===== src/rtl/alu_flag_ctrl_if.sv =====
// Bus between the ALU status consumer (flag controller) and its driver
// (sequencer). The master drives status/stack/condition requests, the slave
// returns the flag register, carry feedback, condition result and stack state.
interface alu_flag_ctrl_if #(
  parameter int FLAG_W = 6
);
  logic [FLAG_W-1:0] status_in;
  logic              upd_en;
  logic [FLAG_W-1:0] upd_mask;
  logic              sw_we;
  logic [FLAG_W-1:0] sw_data;
  logic              push;
  logic              pop;
  logic              cond_valid;
  logic [3:0]        cond_sel;
  logic              err_clr;
  logic [FLAG_W-1:0] flags_q;
  logic              cin_out;
  logic              cond_true;
  logic              cond_out_valid;
  logic              stk_full;
  logic              stk_empty;
  logic              stk_err;

  modport master (
    output status_in, upd_en, upd_mask, sw_we, sw_data, push, pop,
           cond_valid, cond_sel, err_clr,
    input  flags_q, cin_out, cond_true, cond_out_valid, stk_full, stk_empty,
           stk_err
  );

  modport slave (
    input  status_in, upd_en, upd_mask, sw_we, sw_data, push, pop,
           cond_valid, cond_sel, err_clr,
    output flags_q, cin_out, cond_true, cond_out_valid, stk_full, stk_empty,
           stk_err
  );
endinterface


===== src/rtl/alu_flag_ctrl.sv =====
// Flag controller: masked latching of the ALU status vector {C,Z,N,V,P,Af},
// carry feedback for chained ADC/SBB, a LIFO flag stack for interrupt
// save/restore and a 16-way branch condition evaluator with one-cycle latency.
module alu_flag_ctrl #(
  parameter int STACK_DEPTH = 4,
  parameter int FLAG_W      = 6
) (
  input  logic             clk,
  input  logic             rst,
  alu_flag_ctrl_if.slave   bus
);

  localparam int ADDR_W = $clog2(STACK_DEPTH);
  localparam int CNT_W  = ADDR_W + 1;

  // Flag bit positions
  localparam int C_BIT = 5;
  localparam int Z_BIT = 4;
  localparam int N_BIT = 3;
  localparam int V_BIT = 2;
  localparam int P_BIT = 1;

  logic [FLAG_W-1:0] flag_reg_q, flag_reg_d;
  logic [CNT_W-1:0]  count_q, count_d;
  logic              stk_err_q, stk_err_d;
  logic              cond_true_q, cond_true_d;
  logic              cond_vld_q, cond_vld_d;
  logic [FLAG_W-1:0] stack_q [STACK_DEPTH];

  logic              full_s, empty_s;
  logic              push_ok_s, pop_ok_s, err_evt_s;
  logic [ADDR_W-1:0] wr_idx_s, top_idx_s;

  // Branch condition decode; C is the borrow on subtract, so HI/LS are the
  // unsigned compares with that polarity.
  function automatic logic cond_eval(
    input logic       c,
    input logic       z,
    input logic       n,
    input logic       v,
    input logic       p,
    input logic [3:0] sel
  );
    logic r;
    case (sel)
      4'd0:    r = z;
      4'd1:    r = ~z;
      4'd2:    r = c;
      4'd3:    r = ~c;
      4'd4:    r = n;
      4'd5:    r = ~n;
      4'd6:    r = v;
      4'd7:    r = ~v;
      4'd8:    r = ~c & ~z;
      4'd9:    r = c | z;
      4'd10:   r = n ~^ v;
      4'd11:   r = n ^ v;
      4'd12:   r = ~z & (n ~^ v);
      4'd13:   r = z | (n ^ v);
      4'd14:   r = p;
      4'd15:   r = 1'b1;
      default: r = 1'b0;
    endcase
    return r;
  endfunction

  assign full_s    = (count_q == CNT_W'(STACK_DEPTH));
  assign empty_s   = (count_q == {CNT_W{1'b0}});
  assign wr_idx_s  = count_q[ADDR_W-1:0];
  assign top_idx_s = count_q[ADDR_W-1:0] - {{(ADDR_W-1){1'b0}}, 1'b1};

  // Stack legality: simultaneous push/pop, overflow and underflow are errors
  always_comb begin
    push_ok_s = bus.push & ~bus.pop & ~full_s;
    pop_ok_s  = bus.pop & ~bus.push & ~empty_s;
    err_evt_s = (bus.push & bus.pop) |
                (bus.push & ~bus.pop & full_s) |
                (bus.pop & ~bus.push & empty_s);
  end

  // Next-state for flags, stack count, sticky error and condition result
  always_comb begin
    flag_reg_d  = flag_reg_q;
    count_d     = count_q;
    stk_err_d   = stk_err_q;
    cond_true_d = cond_true_q;
    cond_vld_d  = bus.cond_valid;

    if (bus.sw_we) begin
      flag_reg_d = bus.sw_data;
    end else if (pop_ok_s) begin
      flag_reg_d = stack_q[top_idx_s];
    end else if (bus.upd_en) begin
      flag_reg_d = (flag_reg_q & ~bus.upd_mask) | (bus.status_in & bus.upd_mask);
    end else begin
      flag_reg_d = flag_reg_q;
    end

    if (push_ok_s) begin
      count_d = count_q + CNT_W'(1);
    end else if (pop_ok_s) begin
      count_d = count_q - CNT_W'(1);
    end else begin
      count_d = count_q;
    end

    // A new error event beats a coincident clear
    if (err_evt_s) begin
      stk_err_d = 1'b1;
    end else if (bus.err_clr) begin
      stk_err_d = 1'b0;
    end else begin
      stk_err_d = stk_err_q;
    end

    // Evaluated on the pre-edge flags; holds its last value otherwise
    if (bus.cond_valid) begin
      cond_true_d = cond_eval(flag_reg_q[C_BIT], flag_reg_q[Z_BIT],
                              flag_reg_q[N_BIT], flag_reg_q[V_BIT],
                              flag_reg_q[P_BIT], bus.cond_sel);
    end else begin
      cond_true_d = cond_true_q;
    end
  end

  // Control state registers with synchronous reset
  always_ff @(posedge clk) begin
    if (rst) begin
      flag_reg_q  <= {FLAG_W{1'b0}};
      count_q     <= {CNT_W{1'b0}};
      stk_err_q   <= 1'b0;
      cond_true_q <= 1'b0;
      cond_vld_q  <= 1'b0;
    end else begin
      flag_reg_q  <= flag_reg_d;
      count_q     <= count_d;
      stk_err_q   <= stk_err_d;
      cond_true_q <= cond_true_d;
      cond_vld_q  <= cond_vld_d;
    end
  end

  // Stack storage; contents are don't-care after reset so no reset needed
  always_ff @(posedge clk) begin
    if (!rst && push_ok_s) begin
      stack_q[wr_idx_s] <= flag_reg_q;
    end
  end

  assign bus.flags_q        = flag_reg_q;
  assign bus.cin_out        = flag_reg_q[C_BIT];
  assign bus.cond_true      = cond_true_q;
  assign bus.cond_out_valid = cond_vld_q;
  assign bus.stk_full       = full_s;
  assign bus.stk_empty      = empty_s;
  assign bus.stk_err        = stk_err_q;

endmodule


===== src/flat_wrapper.sv =====
// flat-port wrapper written by rule: the top's interface ports become plain ports
module alu_flag_ctrl_flat 
#(
  parameter int STACK_DEPTH = 4,
  parameter int FLAG_W      = 6
)
  (clk, rst, bus_status_in, bus_upd_en, bus_upd_mask, bus_sw_we, bus_sw_data, bus_push, bus_pop, bus_cond_valid, bus_cond_sel, bus_err_clr, bus_flags_q, bus_cin_out, bus_cond_true, bus_cond_out_valid, bus_stk_full, bus_stk_empty, bus_stk_err);
  alu_flag_ctrl_if #(.FLAG_W(FLAG_W)) bus_i ();
  input  logic clk;
  input  logic rst;
  input wire logic [$bits(bus_i.status_in)-1:0] bus_status_in;
  input wire logic [$bits(bus_i.upd_en)-1:0] bus_upd_en;
  input wire logic [$bits(bus_i.upd_mask)-1:0] bus_upd_mask;
  input wire logic [$bits(bus_i.sw_we)-1:0] bus_sw_we;
  input wire logic [$bits(bus_i.sw_data)-1:0] bus_sw_data;
  input wire logic [$bits(bus_i.push)-1:0] bus_push;
  input wire logic [$bits(bus_i.pop)-1:0] bus_pop;
  input wire logic [$bits(bus_i.cond_valid)-1:0] bus_cond_valid;
  input wire logic [$bits(bus_i.cond_sel)-1:0] bus_cond_sel;
  input wire logic [$bits(bus_i.err_clr)-1:0] bus_err_clr;
  output wire logic [$bits(bus_i.flags_q)-1:0] bus_flags_q;
  output wire logic [$bits(bus_i.cin_out)-1:0] bus_cin_out;
  output wire logic [$bits(bus_i.cond_true)-1:0] bus_cond_true;
  output wire logic [$bits(bus_i.cond_out_valid)-1:0] bus_cond_out_valid;
  output wire logic [$bits(bus_i.stk_full)-1:0] bus_stk_full;
  output wire logic [$bits(bus_i.stk_empty)-1:0] bus_stk_empty;
  output wire logic [$bits(bus_i.stk_err)-1:0] bus_stk_err;
  assign bus_i.status_in = bus_status_in;
  assign bus_i.upd_en = bus_upd_en;
  assign bus_i.upd_mask = bus_upd_mask;
  assign bus_i.sw_we = bus_sw_we;
  assign bus_i.sw_data = bus_sw_data;
  assign bus_i.push = bus_push;
  assign bus_i.pop = bus_pop;
  assign bus_i.cond_valid = bus_cond_valid;
  assign bus_i.cond_sel = bus_cond_sel;
  assign bus_i.err_clr = bus_err_clr;
  assign bus_flags_q = bus_i.flags_q;
  assign bus_cin_out = bus_i.cin_out;
  assign bus_cond_true = bus_i.cond_true;
  assign bus_cond_out_valid = bus_i.cond_out_valid;
  assign bus_stk_full = bus_i.stk_full;
  assign bus_stk_empty = bus_i.stk_empty;
  assign bus_stk_err = bus_i.stk_err;
  alu_flag_ctrl #(.STACK_DEPTH(STACK_DEPTH), .FLAG_W(FLAG_W)) u_core (.clk(clk), .rst(rst), .bus(bus_i));
endmodule

===== config.mk =====
export PLATFORM = sky130hd
export DESIGN_NAME = alu_flag_ctrl_flat
export DESIGN_NICKNAME = d
export VERILOG_FILES = /design/src/rtl/alu_flag_ctrl_if.sv /design/src/rtl/alu_flag_ctrl.sv /design/src/flat_wrapper.sv
export SDC_FILE = /design/constraint.sdc
export NUM_CORES = 1
export LEC_CHECK = 0
export ABC_AREA = 0
export CORE_AREA = 2 2 67 69
export DETAILED_ROUTE_END_ITERATION = 7
export DIE_AREA = 0 0 69 71
export PLACE_DENSITY_LB_ADDON = 0.1
export SYNTH_ARGS = -nofsm -noshare
export SYNTH_HDL_FRONTEND = slang
export SYNTH_SLANG_ARGS = --single-unit

===== constraint.sdc =====
create_clock -name clk -period 2.63 [get_ports clk]
set_clock_uncertainty 0.15 [all_clocks]
set_input_delay 0.3945 -clock clk [delete_from_list [all_inputs] [get_ports clk]]
set_output_delay 0.3945 -clock clk [all_outputs]
set_load 0.1 [all_outputs]

Met1 routing:
Scale bar: 20 um. Supply wires on this layer in grey.
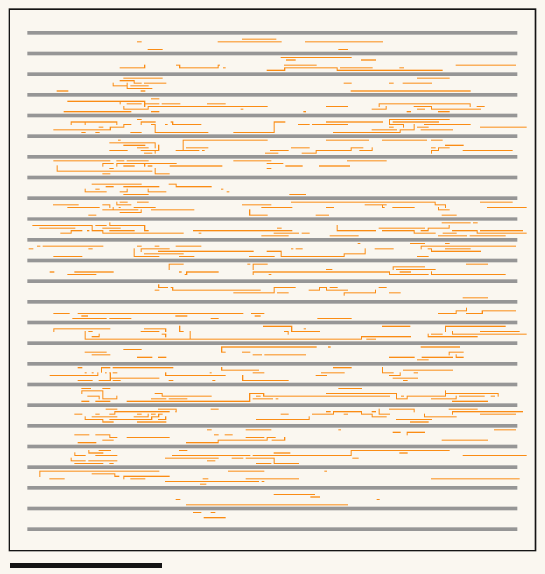
longest straight run	36.3 um
share of all routed wire	43%

Met2 routing:
Scale bar: 20 um.
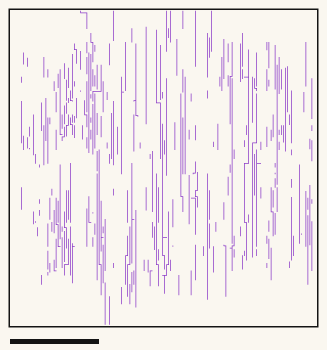
wire length on this layer	1870 um
nets with wire on the layer	183
longest straight run	37.1 um
share of all routed wire	50%
main direction	vertical

M3 wires:
Cells faint in the background.
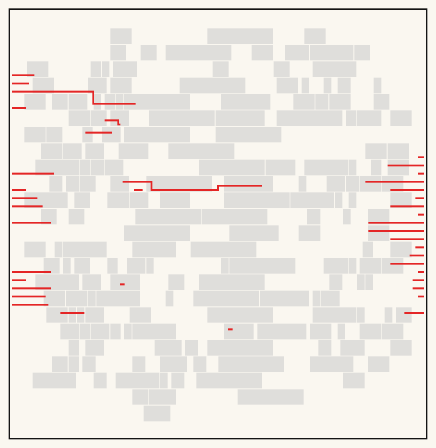
longest straight run	13.3 um
main direction	horizontal
nets with wire on the layer	37
wire length on this layer	185 um
met3 capacity usage during global routing: 0.03561
total wire length: 3.721 mm

==> summary.txt <==
Synthesis and place-and-route results.

- The fraction of final cell area spent on clock buffers and inverters in this run is 0.03495.
- The global routing met1 resource utilization is 0.1856.
- The critical path required time is 2.65 ns.
- The flow ran to the end, and the final reports show no timing, DRC or antenna violations.
- Looking at the VDD voltage map, the peak drop is 0.9534 mV.
- The synthesized design contains 36 register bits.
- The number of synthesis warnings is 0.
- In the CTS report, the clock slew at the register clock pins of the worst setup and hold paths is listed as 0.07 ns.
- In this run the tool buffered the top-level ports with 41 buffer cells.
- For this run the aggregate overflow at the end of global routing stands at 0.
- The most common logic cells in the final layout are clkdlybuf4s50_1 (29), edfxtp_1 (24), nand2_1 (15).
- STA classifies the critical path startpoint as a flip-flop.
- After technology mapping, the gate count stands at 145.
- The portion of synthesized area spent on multiplexers is 0.1452.
- The share of the yosys chip area belonging to registers is 0.5337.
- By instance count, the leading cell after synthesis is edfxtp_1.
- The number of cells in the design after placement is 232.
- The biggest area consumer among synthesized cells is edfxtp_1.
- The number of clock buffers in the layout is 7.
- The proportion of synthesized flip-flops having asynchronous set or reset is 0.
- The via count of the first global-routing pass is 1385.
- The floorplan-stage core utilization is 0.4283.
- The finished cells cover 0.002327 mm^2.
- The share of synthesized cell area in and-or and or-and compound cells is 0.07366.
- The number of nets with antenna violations after routing is 0.
- The fraction of cell area in sequential cells is reported as 0.4129.
- The minimum setup slack in the final design is 0.2577 ns.
- TritonCTS built the clock tree.
- The TritonCTS buffer count is 5.
- The end point of the most critical hold path is u_core.bus.stk_err.
- For this run, the final setup violation count is recorded as 0.
- The clock reaches the later pin of the worst-skew pair after 0.28 ns.
- Looking at the critical path, the highest net fanout was 5.
- The relative area of non-clock buffer cells in the final design is 0.1839.
- The share of total power dissipated in the clock network is 0.198.
- The number of antenna diodes is 0.
- The cell count of the worst reg-to-reg path is 8.
- Per the layout area report, the combinational fraction of cell area is 0.3339.
- Leaving out the clock tree, the finished layout contains an inverter count of 4.
- The number of nets at floorplan is 180.
- The first global-routing pass estimated 6.458 mm of wire.
- The number of maximum-capacitance violations recorded for the run is 0.
- The met2 wirelength from detailed routing is 1.872 mm.
- In the Yosys report the total cell count is 145.
- The power dissipated by switching net loads is 0.0007013 W.
- The launch point of the worst min-delay path is recorded as u_core.bus.stk_err.
- Per the CTS log, the root buffer master is clkbuf_8.
- After synthesis, the netlist uses 43 different library cells.
- CTS saw 36 sinks.
- The chip occupies 0.004899 mm^2.
- The first-pass iteration count of the detailed router is 4.
- During tapcell insertion the tool placed 52 well taps.
- The transition time of the tightest slew-check pin is 0.3847 ns.
- The area taken by flip-flops and latches is 960.9 um^2.
- The count of cells in the finished layout, fillers not included, comes to 240.
- The layout summary lists the proportion of cells stronger than drive strength 1 as 0.1809.
- Per the synthesis report, the XOR/XNOR share of the synthesized area is 0.02432.
- For this design the ratio of total power to cell area is 803.8 mW/mm^2.
- Per the run report, area growth between synthesis and finish was 29.26%.
- In the per-layer summary, the met1 wirelength comes to 1.608 mm.
- Together, buffers and inverters on the worst path number 1.
- The critical path ends at u_core.count_q[2].
- The number of hold buffers added after CTS was 0.
- The clock network consumes a total of 0.000371 W.
- The relative contribution of combinational cells to total power is 0.424.
- Pins over their slew limit in the final report were tallied at 0.
- The placed instance area is 0.002246 mm^2.
- Using the TritonRoute via totals, the vias-per-cell ratio works out to 5.363.
- Per the slew report, the remaining headroom to the max-slew limit stands at 0.7435.
- After routing, the total negative slack on setup checks comes to 0 ns.
- For this run, the total global-route usage over all layers was measured as 0.1674.
- The critical path is of the flip-flop to flip-flop type.
- The pin count of the biggest net entering global routing is 14.
- Setup repair after global routing left no endpoint under its margin.
- For reference, the post-synthesis area per instance comes to 12.42 um^2.
- Detailed-route iteration 0 reported a violation count of 27.
- The commonest register cell is edfxtp_1.
- The tally of OpenROAD warnings is 29.
Routing congestion:
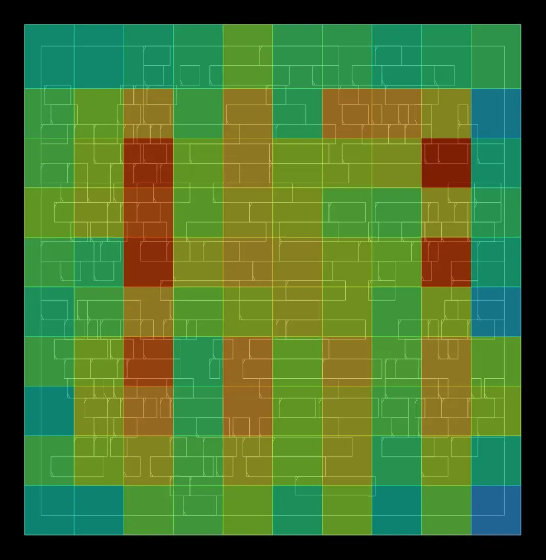
routed wirelength normalized by instance count: 15.50 um
met2 capacity usage during global routing: 0.3109
final core occ: 0.5536

Clock distribution:
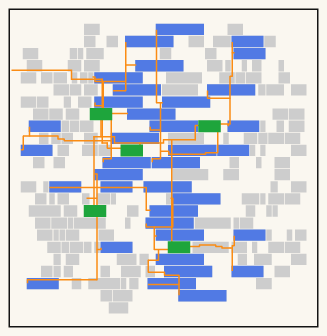
[green] clock drivers | count: 5
[orange] clock wires | length: 433 um
[blue] flip-flops | count: 36
routed clock nets	6

No activity file was given, so power comes from the tool's default toggle rates.
